**Run 1: cell outlines without signal wires**

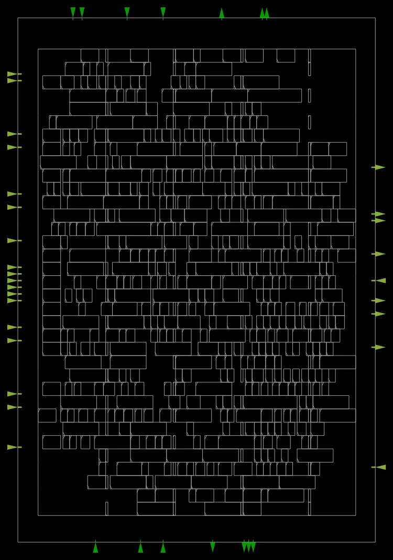
**Run 1: metal layers overlaid**

Scale: 4 px per um. Only two layers are drawn.
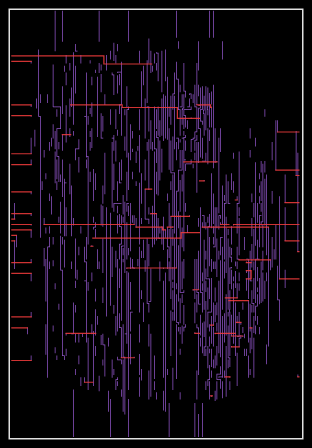
**Run 1: signal metal coverage by tile**

Scale: 2 px per um. 15 x 21 tiles, from dark purple (low) to yellow (high), scaled to the fullest tile. Values are wire area over tile area, all layers added.
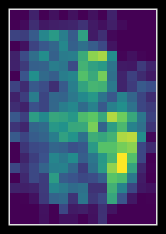
**Run 1: gate families picked out**

Scale: 4 px per um.
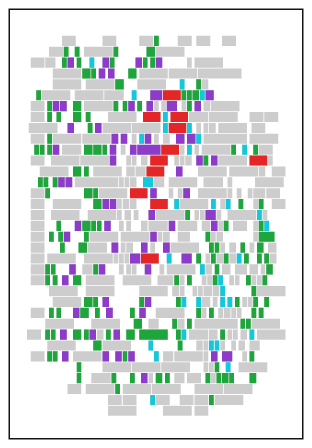
## src/rtl/seg7_pkg.sv

```systemverilog
// Shared constants and types for the 4-digit common-anode 7-segment scan controller.
// Segment vectors are active-low, bit6 = a ... bit0 = g.
package seg7_pkg;

    localparam logic [6:0] SEG_BLANK = 7'b1111111;
    localparam logic [3:0] AN_OFF    = 4'b1111;

    // Index 0 is the rightmost element of the concatenation.
    localparam logic [15:0][6:0] SEG_TABLE = {
        7'b0111000,  // F
        7'b0110000,  // E
        7'b1000010,  // d
        7'b0110001,  // C
        7'b1100000,  // b
        7'b0001000,  // A
        7'b0001100,  // 9
        7'b0000000,  // 8
        7'b0001111,  // 7
        7'b0100000,  // 6
        7'b0100100,  // 5
        7'b1001100,  // 4
        7'b0000110,  // 3
        7'b0010010,  // 2
        7'b1001111,  // 1
        7'b0000001   // 0
    };

    typedef enum logic {
        BLANKING = 1'b0,
        DRIVE    = 1'b1
    } slot_state_t;

endpackage

```

## src/rtl/seg7_decode.sv

```systemverilog
// Hex nibble to active-low 7-segment pattern; purely combinational, zero latency.
module seg7_decode
    import seg7_pkg::*;
(
    input  logic [3:0] nibble,
    output logic [6:0] seg_n
);

    assign seg_n = SEG_TABLE[nibble];

endmodule

```

## src/rtl/seg7_scan_ctrl.sv

```systemverilog
// Scan controller: prescaled digit slots, blanking at slot start, frame-aligned shadow commit; outputs 1 cycle after cnt/dig/state, no backpressure.
// Optional leading-zero suppression enabled by defining LEADING_ZERO_BLANK_EN.
module seg7_scan_ctrl
    import seg7_pkg::*;
#(
    parameter int DIV   = 50000,
    parameter int BLANK = 500
) (
    input  logic        clk,
    input  logic        reset,
    input  logic        load,
    input  logic [15:0] digits_in,
    input  logic [3:0]  dp_in,
    input  logic [3:0]  digit_en,
    output logic [3:0]  an_n,
    output logic [6:0]  seg_n,
    output logic        dp_n,
    output logic        frame_start,
    output logic        upd_ack
);

    localparam int CW = (DIV > 2) ? $clog2(DIV) : 1;

    logic [CW-1:0] cnt, cnt_nxt;
    logic [1:0]    dig;
    slot_state_t   state, state_nxt;
    logic          tick, boundary;

    logic [15:0]   shadow_dig, active_dig;
    logic [3:0]    shadow_dp, active_dp;
    logic          pending;

    logic [3:0]    cur_nibble;
    logic [6:0]    cur_seg_n;
    logic [3:0]    suppress;
    logic          show;

    assign tick     = (cnt == CW'(DIV - 1));
    assign boundary = tick && (dig == 2'd3);
    assign cnt_nxt  = tick ? '0 : cnt + CW'(1);

    generate
        if (BLANK == 0) begin : g_no_blank
            assign state_nxt = DRIVE;
        end else begin : g_blank
            assign state_nxt = (cnt_nxt < CW'(BLANK)) ? BLANKING : DRIVE;
        end
    endgenerate

    always_ff @(posedge clk) begin
        if (reset) begin
            cnt   <= '0;
            dig   <= '0;
            state <= BLANKING;
        end else begin
            cnt   <= cnt_nxt;
            state <= state_nxt;
            if (tick) begin
                dig <= dig + 2'd1;
            end
        end
    end

    // A load landing on the boundary cycle commits the previous shadow and stays pending.
    always_ff @(posedge clk) begin
        if (reset) begin
            shadow_dig <= '0;
            shadow_dp  <= '0;
            active_dig <= '0;
            active_dp  <= '0;
            pending    <= 1'b0;
        end else begin
            if (boundary && pending) begin
                active_dig <= shadow_dig;
                active_dp  <= shadow_dp;
            end
            if (load) begin
                shadow_dig <= digits_in;
                shadow_dp  <= dp_in;
                pending    <= 1'b1;
            end else if (boundary) begin
                pending    <= 1'b0;
            end
        end
    end

`ifdef LEADING_ZERO_BLANK_EN
    // Walk from the most significant digit down; digit 0 is never suppressed.
    always_comb begin
        logic higher_blank;
        logic nib_zero;
        suppress     = '0;
        higher_blank = 1'b1;
        nib_zero     = 1'b0;
        for (int k = 3; k >= 1; k--) begin
            nib_zero = (active_dig[k*4 +: 4] == 4'd0);
            if (nib_zero && !active_dp[k] && higher_blank) begin
                suppress[k] = 1'b1;
            end
            higher_blank = higher_blank && (nib_zero || !digit_en[k]);
        end
    end
`else
    assign suppress = '0;
`endif

    assign cur_nibble = active_dig[{dig, 2'b00} +: 4];
    assign show       = (state == DRIVE) && digit_en[dig] && !suppress[dig];

    seg7_decode u_decode (
        .nibble (cur_nibble),
        .seg_n  (cur_seg_n)
    );

    always_ff @(posedge clk) begin
        if (reset) begin
            an_n        <= AN_OFF;
            seg_n       <= SEG_BLANK;
            dp_n        <= 1'b1;
            frame_start <= 1'b0;
            upd_ack     <= 1'b0;
        end else begin
            if (show) begin
                an_n  <= ~(4'b0001 << dig);
                seg_n <= cur_seg_n;
                dp_n  <= ~active_dp[dig];
            end else begin
                an_n  <= AN_OFF;
                seg_n <= SEG_BLANK;
                dp_n  <= 1'b1;
            end
            frame_start <= boundary;
            upd_ack     <= boundary && pending;
        end
    end

endmodule

```

## config.mk

```make
export PLATFORM = sky130hd
export DESIGN_NAME = seg7_scan_ctrl
export DESIGN_NICKNAME = d
export VERILOG_FILES = /design/src/rtl/seg7_pkg.sv /design/src/rtl/seg7_decode.sv /design/src/rtl/seg7_scan_ctrl.sv
export SDC_FILE = /design/constraint.sdc
export NUM_CORES = 1
export LEC_CHECK = 0
export ABC_AREA = 1
export ABC_CLOCK_PERIOD_IN_PS = 2470
export CORE_AREA = 4 4 69 103
export CTS_CLUSTER_DIAMETER = 100
export DETAILED_ROUTE_END_ITERATION = 8
export DIE_AREA = 0 0 73 107
export GPL_ROUTABILITY_DRIVEN = 0
export PLACE_DENSITY = 0.77
export REMOVE_ABC_BUFFERS = 1
export SKIP_CTS_REPAIR_TIMING = 1
export SKIP_LAST_GASP = 1
export SYNTH_ARGS = -nofsm -noshare
export SYNTH_HDL_FRONTEND = slang
export SYNTH_SLANG_ARGS = --single-unit
```

## constraint.sdc

```tcl
create_clock -name clk -period 2.47 [get_ports clk]
set_input_delay 0.3705 -clock clk [delete_from_list [all_inputs] [get_ports clk]]
set_output_delay 0.3705 -clock clk [all_outputs]
set_load 0.005 [all_outputs]
```

==> flow_summary.yaml, run 1 <==
# yosys + openroad results
yosys:
  simple_gate_area_frac: 0.3313
  synth-area-yosys_mm2: 0.003331
  synth_seq_share: 0.4448
  ys_seq_elements: 74
  yosysUniqueCellTypes: 31
  flop_cell: "dfxtp_1"
  synth.comb.largest_family: "simple AND/OR/NAND/NOR gates"
  synth_warnings: 0
  synthCells: 462
  synthTopCellsByArea: "dfxtp_1 (44%), nor2_1 (13%), nand2_1 (9.1%), o21ai_0 (4.4%), ha_1 (4.1%)"
  top_cell: "nor2_1"
  ys_cells: 462
  ys_top_cells_by_count: "nor2_1 (111), nand2_1 (81), dfxtp_1 (74)"
  top_area_frac: 0.4448
  ys_sh_xor: 0.005259
  syn_area_mm2: 0.003331
  yosys.area_share.adder: 0.04132
  avgSynthCellArea_um2: 7.209
  yosysTopAreaCell: "dfxtp_1"
  ys_sh_mux: 0
  ys_sh_aoi: 0.1101
  edf_count: 0
  async_reset_ff_frac: 0
global_route:
  grt_max_degree: 44
  grt_pass1_vias: 2842
  antenna_found_initial: 0
  met2_usage: 0.3489
  grt_use_met3: 0.03940
  grt_pass1_wl_um: 12390
  overflow: 0
  track_usage: 0.2011
  grt_use_met1: 0.2176
  top_usage_layer: "met2"
final_timing:
  fin_crit_sh: 0.8594
  fmax_ghz: 0.4711
  slew_headroom: 0.5924
  hold_violations: 0
  fin_tns_setup_ps: 0
  hold_slack_ps: 463.3
  rsz0062_at_grt: "false"
  slew_violations: 0
  setup_viol_count_final: 0
  fin_skew_ps: 8.934
  min_period_ps: 2123
  tightest_slew_ps: 610.7
worst_setup_path:
  slowest_delay_ps: 530
  worstSetupPathType: "reg -> reg"
  critPathMaxFanout: 9
  slowest_stage: "dfxtp_1"
  crit_family: "AND-OR/OR-AND gates"
  cp_num_buf_inv: 2
  crit_required_ps: 2690
  worstSetupStartpointType: "flop"
  crit_chain: "clkinvlp_4 -> a32oi_2 -> inv_1 -> ha_1 -> a31oi_1 -> o21ai_0"
  cp_data_arrival_time_ps: 2340
  end_kind: "flop"
drt:
  post_drt_wl_per_cell_um: 12.44
  met1_length_um: 2940
  dr_wl_met2_um: 3706
  dr.pass1.iters: 5
  top_layer_used: "met4"
  drcViolationCount: 0
  met3WireLength_um: 346
  wl_um: 7225
  via_per_inst: 5.232
  dr.first_iter.drc_count: 201
  vias: 3040
  ant_nets: 0
layout:
  nets: 540
  diodes: 0
  syn_to_final_growth_pct: 21.56
  drive_gt1_frac: 0.1026
  fin_area_mm2: 0.004049
power_and_ir_drop:
  cellPowerDensity_mw_per_mm2: 637.8
  leakage_uw: 0.001715
  ir_drop_uv: 437.2
placed_design:
  dp_hpwl_um: 5253
  place_area_mm2: 0.003772
  port_buffers: 40
clock_network:
  clk_path_buf_depth: 2
  clock_sink_count: 74
  ctsHtreeMaxLevel: 3
  clockRootBuffer: "clkbuf_8"
  worstSkewPairLatency_ps: 360
  clk_pin_slew_ps: 80
  cts_buffers: 9
  cts_tree: "yes"
status:
  status: "finished clean"
floorplan:
  fp.dieArea_mm2: 0.007811
  fp_util: 0.5394
  num_io_pins: 41
  die_h_um: 107
  die_x_um: 73
  core_mm2: 0.006175
flow_run:
  warning_count: 33
  maxCapViolations: 0
min_path:
  hp-class: "reg -> reg"
## Picture notes: 'cell outlines without signal wires'
fin util: 0.6557
flop count: 74
Fillers: 561
row count: 35
fin cells: 581

## Picture notes: 'metal layers overlaid'
legend:
  purple:
    layer: metal 2
    wire_length: 3710 um
  red:
    layer: metal 3
    wire_length: 347 um

## Picture notes: 'signal metal coverage by tile'
emptiest ninth of the die: upper right
densest ninth of the die: centre
mean over tiles: 0.15
tiles over half the peak: 18%

## Picture notes: 'gate families picked out'
legend:
  cyan:
    family: inverters
    cells: 34
  purple:
    family: inverting AOI/OAI gates
    cells: 67
  red:
    family: adder and majority cells
    cells: 11
  green:
    family: NOR gates
    cells: 139
    where: all over the die
Commonest Layout Cell: nor2_1
Comb/total area: 0.4033

run 1: final cells by class:
cell class,instances,area [um^2]
Fill cell,561,2126
Multi-Input combinational cell,337,1633
Sequential cell,74,1481
Timing Repair Buffer,46,445.4
Clock inverter,7,141.4
Inverter,34,131.4
Clock buffer,9,123.9
Tap cell,74,92.59
run 1: path summary, 6_finish.rpt:
| path | startpoint | endpoint | slack (ps) | cells after the start |
|---|---|---|---|---|
| setup / recovery | dig[1] | seg_n[5] | 350 | 6 |
| hold / removal | cnt[0] | cnt[0] | 460 | 1 |
| setup reg to reg | dig[1] | seg_n[5] | 350 | 6 |
| hold reg to reg | cnt[0] | cnt[0] | 460 | 1 |
run 1: where the power goes:
| group | switching [uW] | internal, uW |
|---|---|---|
| registers | 18.4 | 1220 |
| logic | 52.3 | 59.2 |
| clock network | 460 | 772 |
| total | 531 | 2050 |
run 1: worst register-to-register path: stages, from the launching register on:
cell        delay, ps
dfxtp_1           530
clkinvlp_4        280
a32oi_2           390
inv_1             140
ha_1              330
a31oi_1           190
o21ai_0           120
run 1: through the flow:
stage,std cells,power (uW),setup WS (ps)
5_1_grt,581,2662,51.74
3_3_place_gp,565,1375,352.1
2_1_floorplan,445,1311,498.3
4_1_cts,581,2594,205.1
3_5_place_dp,565,1378,231.8
6_report,581,2582,347.4
run 1: sequential cells by signal (all words and copies together) (netlist names), 2 cells and up:
signal and count:
active_dp 4, active_dig 16, cnt 16, dig 2
shadow_dig 16, seg_n 7, an_n 4, shadow_dp 4
run 1: placed cells by master, fill, tap and decap left out, drive strengths merged, types with 8 or more instances in the layout:
cell type      instances
a21oi                  8
clkbuf                 9
clkdlybuf4s50         40
dfxtp                 74
ha                    11
inv                   32
nand2                 84
nand3                 27
nor2                 133
o21ai                 49
**Run 1: a small window of the routed layout**

Region (22, 38) to (52, 68) um. Cells in grey, sequential cells in the stronger grey; small squares are vias.
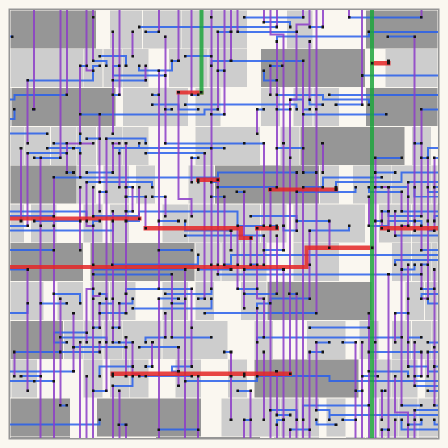

==> run 1 -> run 2 <==
- CORE_AREA: 4 4 69 103 -> 4 4 68 101
- CTS_BUF_LIST: not set -> sky130_fd_sc_hd__clkbuf_2
- DIE_AREA: 0 0 73 107 -> 0 0 72 105
- PLACE_DENSITY: 0.77 -> 0.79
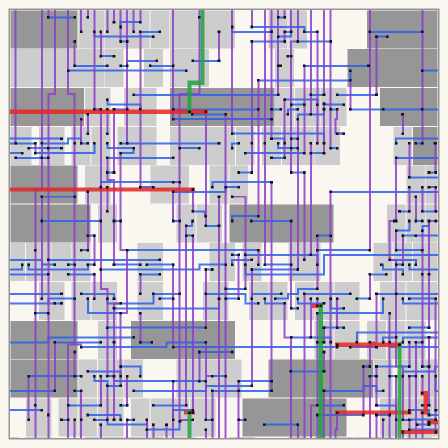
**Above:** run 2 (a small window of the routed layout).
Region (21, 38) to (51, 68) um. Cells in grey, sequential cells in the stronger grey; small squares are vias.
legend:
  blue:
    layer: metal 1
  purple:
    layer: metal 2
  red:
    layer: metal 3
  green:
    layer: metal 4
cells with their middle in the window: 97
sequential cells in the window: 14
most frequent: nand2_1 (26), dfxtp_1 (14)
netlist names of flops here include: active_dig (6), cnt (3), dig (2)

==> run 2 against run 1 <==
  * Via count down 2.4%
  * Register-to-register slack worse by 70 ps
  * Routed wire length down 1.2%
  * Count of clock-buffer cells in the layout up 1
  * Critical endpoint is now seg_n[3]
  * Largest power group unchanged
==> flow_summary.yaml, run 2 <==
# yosys + openroad results
yosys:
  ys_seq_elements: 74
  synth_warnings: 0
  edf_count: 0
  top_area_frac: 0.4448
  yosysUniqueCellTypes: 31
  synthTopCellsByArea: "dfxtp_1 (44%), nor2_1 (13%), nand2_1 (9.1%), o21ai_0 (4.4%), ha_1 (4.1%)"
  flop_cell: "dfxtp_1"
  async_reset_ff_frac: 0
  syn_area_mm2: 0.003331
  synthCells: 462
  yosysTopAreaCell: "dfxtp_1"
  ys_cells: 462
  ys_top_cells_by_count: "nor2_1 (111), nand2_1 (81), dfxtp_1 (74)"
  synth-area-yosys_mm2: 0.003331
  top_cell: "nor2_1"
  synth_seq_share: 0.4448
  avgSynthCellArea_um2: 7.209
floorplan:
  core_mm2: 0.006043
  row_count: 35
  die_x_um: 72
  fp.dieArea_mm2: 0.007560
  num_io_pins: 41
  die_h_um: 105
  fp_util: 0.5511
clock_network:
  worstSkewPairLatency_ps: 520
  clockRootBuffer: "clkbuf_2"
  cts_tree: "yes"
  cts_buffers: 9
  ctsHtreeMaxLevel: 3
  clk_pin_slew_ps: 200
  clk_path_buf_depth: 2
  clock_sink_count: 74
final_timing:
  slew_headroom: 0.5980
  fin_skew_ps: 23.76
  fmax_ghz: 0.4571
  fin_tns_setup_ps: 0
  setup_ws_ps: 282.1
  hold_violations: 0
  slew_violations: 0
  rsz0062_at_grt: "false"
  tightest_slew_ps: 602.4
  min_period_ps: 2188
  fin_crit_sh: 0.8858
  setup_viol_count_final: 0
drt:
  via_per_inst: 5.089
  dr_wl_met2_um: 3773
  met3WireLength_um: 311
  drcViolationCount: 0
  dr.first_iter.drc_count: 203
  ant_nets: 0
  met1_length_um: 2824
  top_layer_used: "met4"
  dr.pass1.iters: 5
power_and_ir_drop:
  leakage_uw: 0.001673
  ir_drop_uv: 615.2
  cellPowerDensity_mw_per_mm2: 534.2
layout:
  reg_top3: "active_dig x16, cnt x16, shadow_dig x16"
  fin_util: 0.6484
  nets: 542
  final_cell_mix: "nor2_1 (111), nand2_1 (81), dfxtp_1 (74)"
  logic_area_mm2: 0.001625
  diodes: 0
  drive_gt1_frac: 0.1002
  mostFrequentLayoutCell: "nor2_1"
  stdcell_count: 583
  syn_to_final_growth_pct: 17.66
  fillers: 564
  regArea_mm2: 0.001481
status:
  status: "finished clean"
worst_setup_path:
  crit_required_ps: 2940
  worstSetupPathType: "reg -> reg"
  end_kind: "flop"
  reg2reg_slack_ps: 280
  cp_data_arrival_time_ps: 2660
  critPathMaxFanout: 9
  worstSetupStartpointType: "flop"
global_route:
  grt_pass1_wl_um: 12600
  grt_max_degree: 22
  track_usage: 0.2080
  overflow: 0
  antenna_found_initial: 0
  grt_pass1_vias: 2923
flow_run:
  warning_count: 33
  maxCapViolations: 0
placed_design:
  dp_hpwl_um: 5448
  detailedPlace.worstSlack_ps: 273.4
  placed_cells_incl_taps: 567
  port_buffers: 40
min_path:
  hp-class: "in -> reg"
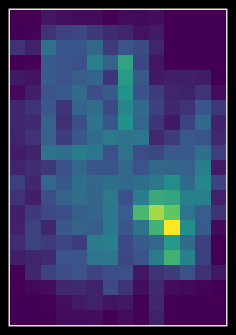
**Above:** run 2 (signal metal coverage by tile).
Scale: 3 px per um. 14 x 21 tiles, from dark purple (low) to yellow (high), scaled to the fullest tile. Values are wire area over tile area, all layers added.
fullest tile: 0.75
nearly empty tiles: 16%
tiles over half the peak: 4.1%
final WL: 7139 um
via count: 2967
Routed wire per std cell: 12.25 um

[run 2: metrics by stage]
stage / area (um^2) / hold WS, ps / power [uW]
floorplan: 3234 / 429.9 / 1311
global placement: 3787 / 445.7 / 1377
detailed placement: 3787 / 467.4 / 1380
CTS: 3919 / 361.8 / 2116
global route: 3919 / 352.9 / 2190
finish: 3919 / 403.7 / 2094
[run 2: final cells by class]
| cell class | instances | share of cell area |
|---|---|---|
| tap | 74 | 0.02363 |
| inverter | 34 | 0.03257 |
| clock inverter | 6 | 0.02075 |
| sequential | 74 | 0.3780 |
| timing repair buffer | 48 | 0.1175 |
| clock buffer | 10 | 0.01277 |
| multi-input combinational | 337 | 0.4148 |
[run 2: critical path, stage by stage, from the launching register on]
cell	delay, ps
dfxtp_1	550
clkinv_1	150
a32oi_1	510
inv_1	180
ha_1	380
inv_1	50
o21ai_0	180
nand2_1	70
nand3_1	80
[run 2: cells by family after synthesis]
logic type      count (synthesis)  synth area share
flops                          74            0.4448
buf+inv                        51           0.06724
simple gates                  256            0.3313
compound gates                 68            0.1101
fa+ha+maj                      11           0.04132
xor+xnor                        2          0.005260
[run 2: metal layers]
metal	GRT usage	up-vias
met1	0.2224	1308
met4	0.1169	0
met3	0.04716	24
met5	0	-
met2	0.3651	72
li1	-	1563
[run 2: final timing paths]
check	from	to	cells after the start
worst max register to register	dig[1]	seg_n[3]	8
worst max-delay path	dig[1]	seg_n[3]	8
worst min-delay path	digits_in[12]	shadow_dig[12]	3
worst min register to register	pending	pending	2
[run 2: report_power, final]
| group | switching (uW) | leakage [uW] | internal (uW) | total (uW) |
|---|---|---|---|---|
| combinational | 52.2 | 0.000991 | 60.1 | 112 |
| sequential | 18.3 | 0.000603 | 1220 | 1240 |
| clock | 407 | 0.0000793 | 332 | 740 |
| total | 478 | 0.00167 | 1620 | 2090 |
**Run 2: gate families picked out**

Scale: 4 px per um.
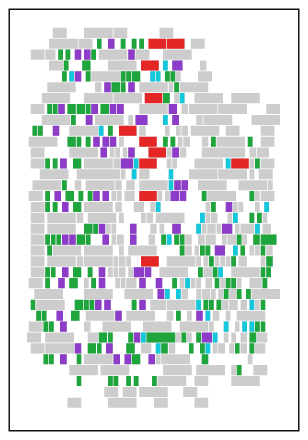

==> run 2 -> run 3 <==
- ABC_CLOCK_PERIOD_IN_PS: 2470 -> 2270
- clock period: 2.47 -> 2.27 ns (I/O delays scaled with it)
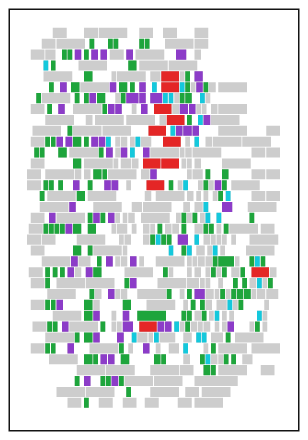
**Above:** run 3 (gate families picked out).
Scale: 4 px per um.
legend:
  green:
    family: NOR gates
    cells: 139
    where: all over the die
  purple:
    family: inverting AOI/OAI gates
    cells: 67
  red:
    family: adder and majority cells
    cells: 11
  cyan:
    family: inverters
    cells: 34
fin cells: 584
Comb/total area: 0.4157

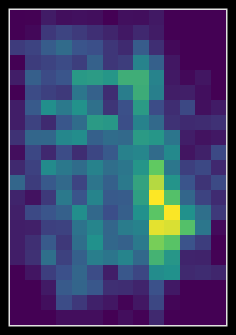
**Above:** run 3 (signal metal coverage by tile).
Scale: 3 px per um. 14 x 21 tiles, from dark purple (low) to yellow (high), scaled to the fullest tile. Values are wire area over tile area, all layers added.
nearly empty tiles: 16%
fullest tile: 0.63
densest ninth of the die: centre
emptiest ninth of the die: upper right
mean over tiles: 0.15

==> run 3 against run 2 <==
  * Worst setup slack improved by 54 ps
  * Via count rose by 0.94%
  * First-iteration DRC count rose by 21%
  * Critical path type unchanged
  * Synthesized cell count did not move
  * Non-clock buffer count rose by 1
  * Largest power group unchanged
  * Global-route usage fell by 1.4 points
==> flow_summary.yaml, run 3 <==
# yosys + openroad results
clock_network:
  cts_buffers: 9
  ctsHtreeMaxLevel: 3
  cts_tree: "yes"
  worstSkewPairLatency_ps: 510
  clockRootBuffer: "clkbuf_2"
  clk_path_buf_depth: 2
  clock_sink_count: 74
drt:
  dr.first_iter.drc_count: 245
  dr.pass1.iters: 5
  vias: 2995
  post_drt_wl_per_cell_um: 11.90
  ant_nets: 0
  drcViolationCount: 0
  via_per_inst: 5.128
  wl_um: 6950
final_timing:
  hold_violations: 0
  slew_headroom: 0.5916
  hold_slack_ps: 377.5
  fmax_ghz: 0.5170
  rsz0062_at_grt: "false"
  setup_viol_count_final: 0
  min_period_ps: 1934
  slew_violations: 0
  fin_tns_setup_ps: 0
  fin_skew_ps: 18.25
  fin_crit_sh: 0.8521
  tightest_slew_ps: 612.0
min_path:
  hp-class: "in -> reg"
  hold_depth: 3
  worstHoldStart: "digits_in[13]"
  min_delay_worst_endpoint: "shadow_dig[13]"
yosys:
  async_reset_ff_frac: 0
  synth_warnings: 0
  flop_cell: "dfxtp_1"
  top_cell: "nor2_1"
  synth_seq_share: 0.4448
  edf_count: 0
  simple_gate_area_frac: 0.3313
  synthTopCellsByArea: "dfxtp_1 (44%), nor2_1 (13%), nand2_1 (9.1%), o21ai_0 (4.4%), ha_1 (4.1%)"
  yosysUniqueCellTypes: 31
  ys_cells: 462
  avgSynthCellArea_um2: 7.209
  ys_sh_xor: 0.005259
  synth.comb.largest_family: "simple AND/OR/NAND/NOR gates"
  top_area_frac: 0.4448
  ys_top_cells_by_count: "nor2_1 (111), nand2_1 (81), dfxtp_1 (74)"
  ys_seq_elements: 74
  yosysTopAreaCell: "dfxtp_1"
  syn_area_mm2: 0.003331
  yosys.area_share.adder: 0.04132
  ys_sh_mux: 0
  synthCells: 462
  ys_sh_aoi: 0.1101
  synth-area-yosys_mm2: 0.003331
floorplan:
  row_count: 35
  num_io_pins: 41
  fp_util: 0.5511
  core_mm2: 0.006043
  fp.dieArea_mm2: 0.007560
  die_h_um: 105
  die_x_um: 72
layout:
  fin_area_mm2: 0.003910
  drive_gt1_frac: 0.1039
  fillers: 546
  syn_to_final_growth_pct: 17.39
  final_cell_mix: "nor2_1 (111), nand2_1 (81), dfxtp_1 (74)"
  nets: 543
  reg_top3: "active_dig x16, cnt x16, shadow_dig x16"
  diodes: 0
  mostFrequentLayoutCell: "nor2_1"
power_and_ir_drop:
  powerClk_uw: 710
  p_sw_uw: 536.5
  internal_power_uw: 1648
  leakage_uw: 0.001672
  cellPowerDensity_mw_per_mm2: 558.7
  pg_comb_uw: 122
  seq-power_uw: 1350
  power_frac_clock: 0.325
  comb_power_share: 0.056
  pwr-share-seq: 0.619
  power.group.top: "registers"
  switching_share: 0.2456
  ir_drop_uv: 405.9
worst_setup_path:
  r2r_cells: 12
  critPathMaxFanout: 20
  crit_required_ps: 2690
  reg2reg_slack_ps: 340
  worstSetupStartpointType: "flop"
  reg2reg_to: "active_dig[0]"
  worstSetupPathType: "reg -> reg"
  end_kind: "flop"
global_route:
  grt_pass1_wl_um: 11930
  track_usage: 0.1944
  grt_pass1_vias: 2820
  overflow: 0
  grt_max_degree: 43
status:
  status: "finished clean"
placed_design:
  port_buffers: 40
  place_area_mm2: 0.003795
flow_run:
  maxCapViolations: 0
  warning_count: 33
-- run 3: cell count changes in the layout (fill, tap and decap cells not counted), sizes merged --
| cell | previous run | this run |
|---|---|---|
| clkbuf | 10 | 9 |
| bufinv | 2 | 1 |
| buf | 8 | 9 |
| clkinv | 5 | 7 |
-- run 3: worst max-delay path: stages, from the launching register on --
cell and delay [ps]:
dfxtp_1 420, ha_1 260, nand2_2 110, nor2_4 150, inv_2 80, nor2_1 100
nand2_1 90, inv_2 70, nand2_4 70, nor2_8 90, inv_2 200, nor2_2 150
nor2_1 50
-- run 3: final cells by class --
type	count	area [um^2]	share of cell area
Sequential cell	74	1481	0.3789
Clock inverter	7	70.07	0.01792
Inverter	34	127.6	0.03264
Tap cell	74	92.59	0.02368
Timing Repair Buffer	49	467.9	0.1197
Multi-Input combinational cell	337	1625	0.4157
Clock buffer	9	45.04	0.01152
-- run 3: worst max path at each step --
stage	from	end	cells past startpoint
2_1_floorplan	dig[0]	seg_n[3]	8
3_3_place_gp	reset	seg_n[4]	5
3_5_place_dp	cnt[0]	active_dig[4]	12
4_1_cts	cnt[0]	active_dig[0]	12
5_1_grt	cnt[0]	active_dig[3]	12
6_report	cnt[0]	active_dig[0]	12
-- run 3: metal layers --
metal	vias up	track usage	wire length (um)
met1	1318	0.2136	2911
met4	0	0.09005	206
met3	24	0.03850	311
met2	88	0.3480	3520
met5	-	0	0
li1	1565	-	-
-- run 3: through the flow --
stage | utilization | power, uW | setup slack [ps]
after floorplan | - | 1426 | 298.3
after global placement | 0.6280 | 1498 | 360.3
after detailed placement | 0.6280 | 1501 | 362.7
after CTS | 0.6470 | 2199 | 330.5
after global routing | 0.6470 | 2278 | 124.3
final | 0.6470 | 2184 | 335.6
Power and IR drop assume default switching activity.
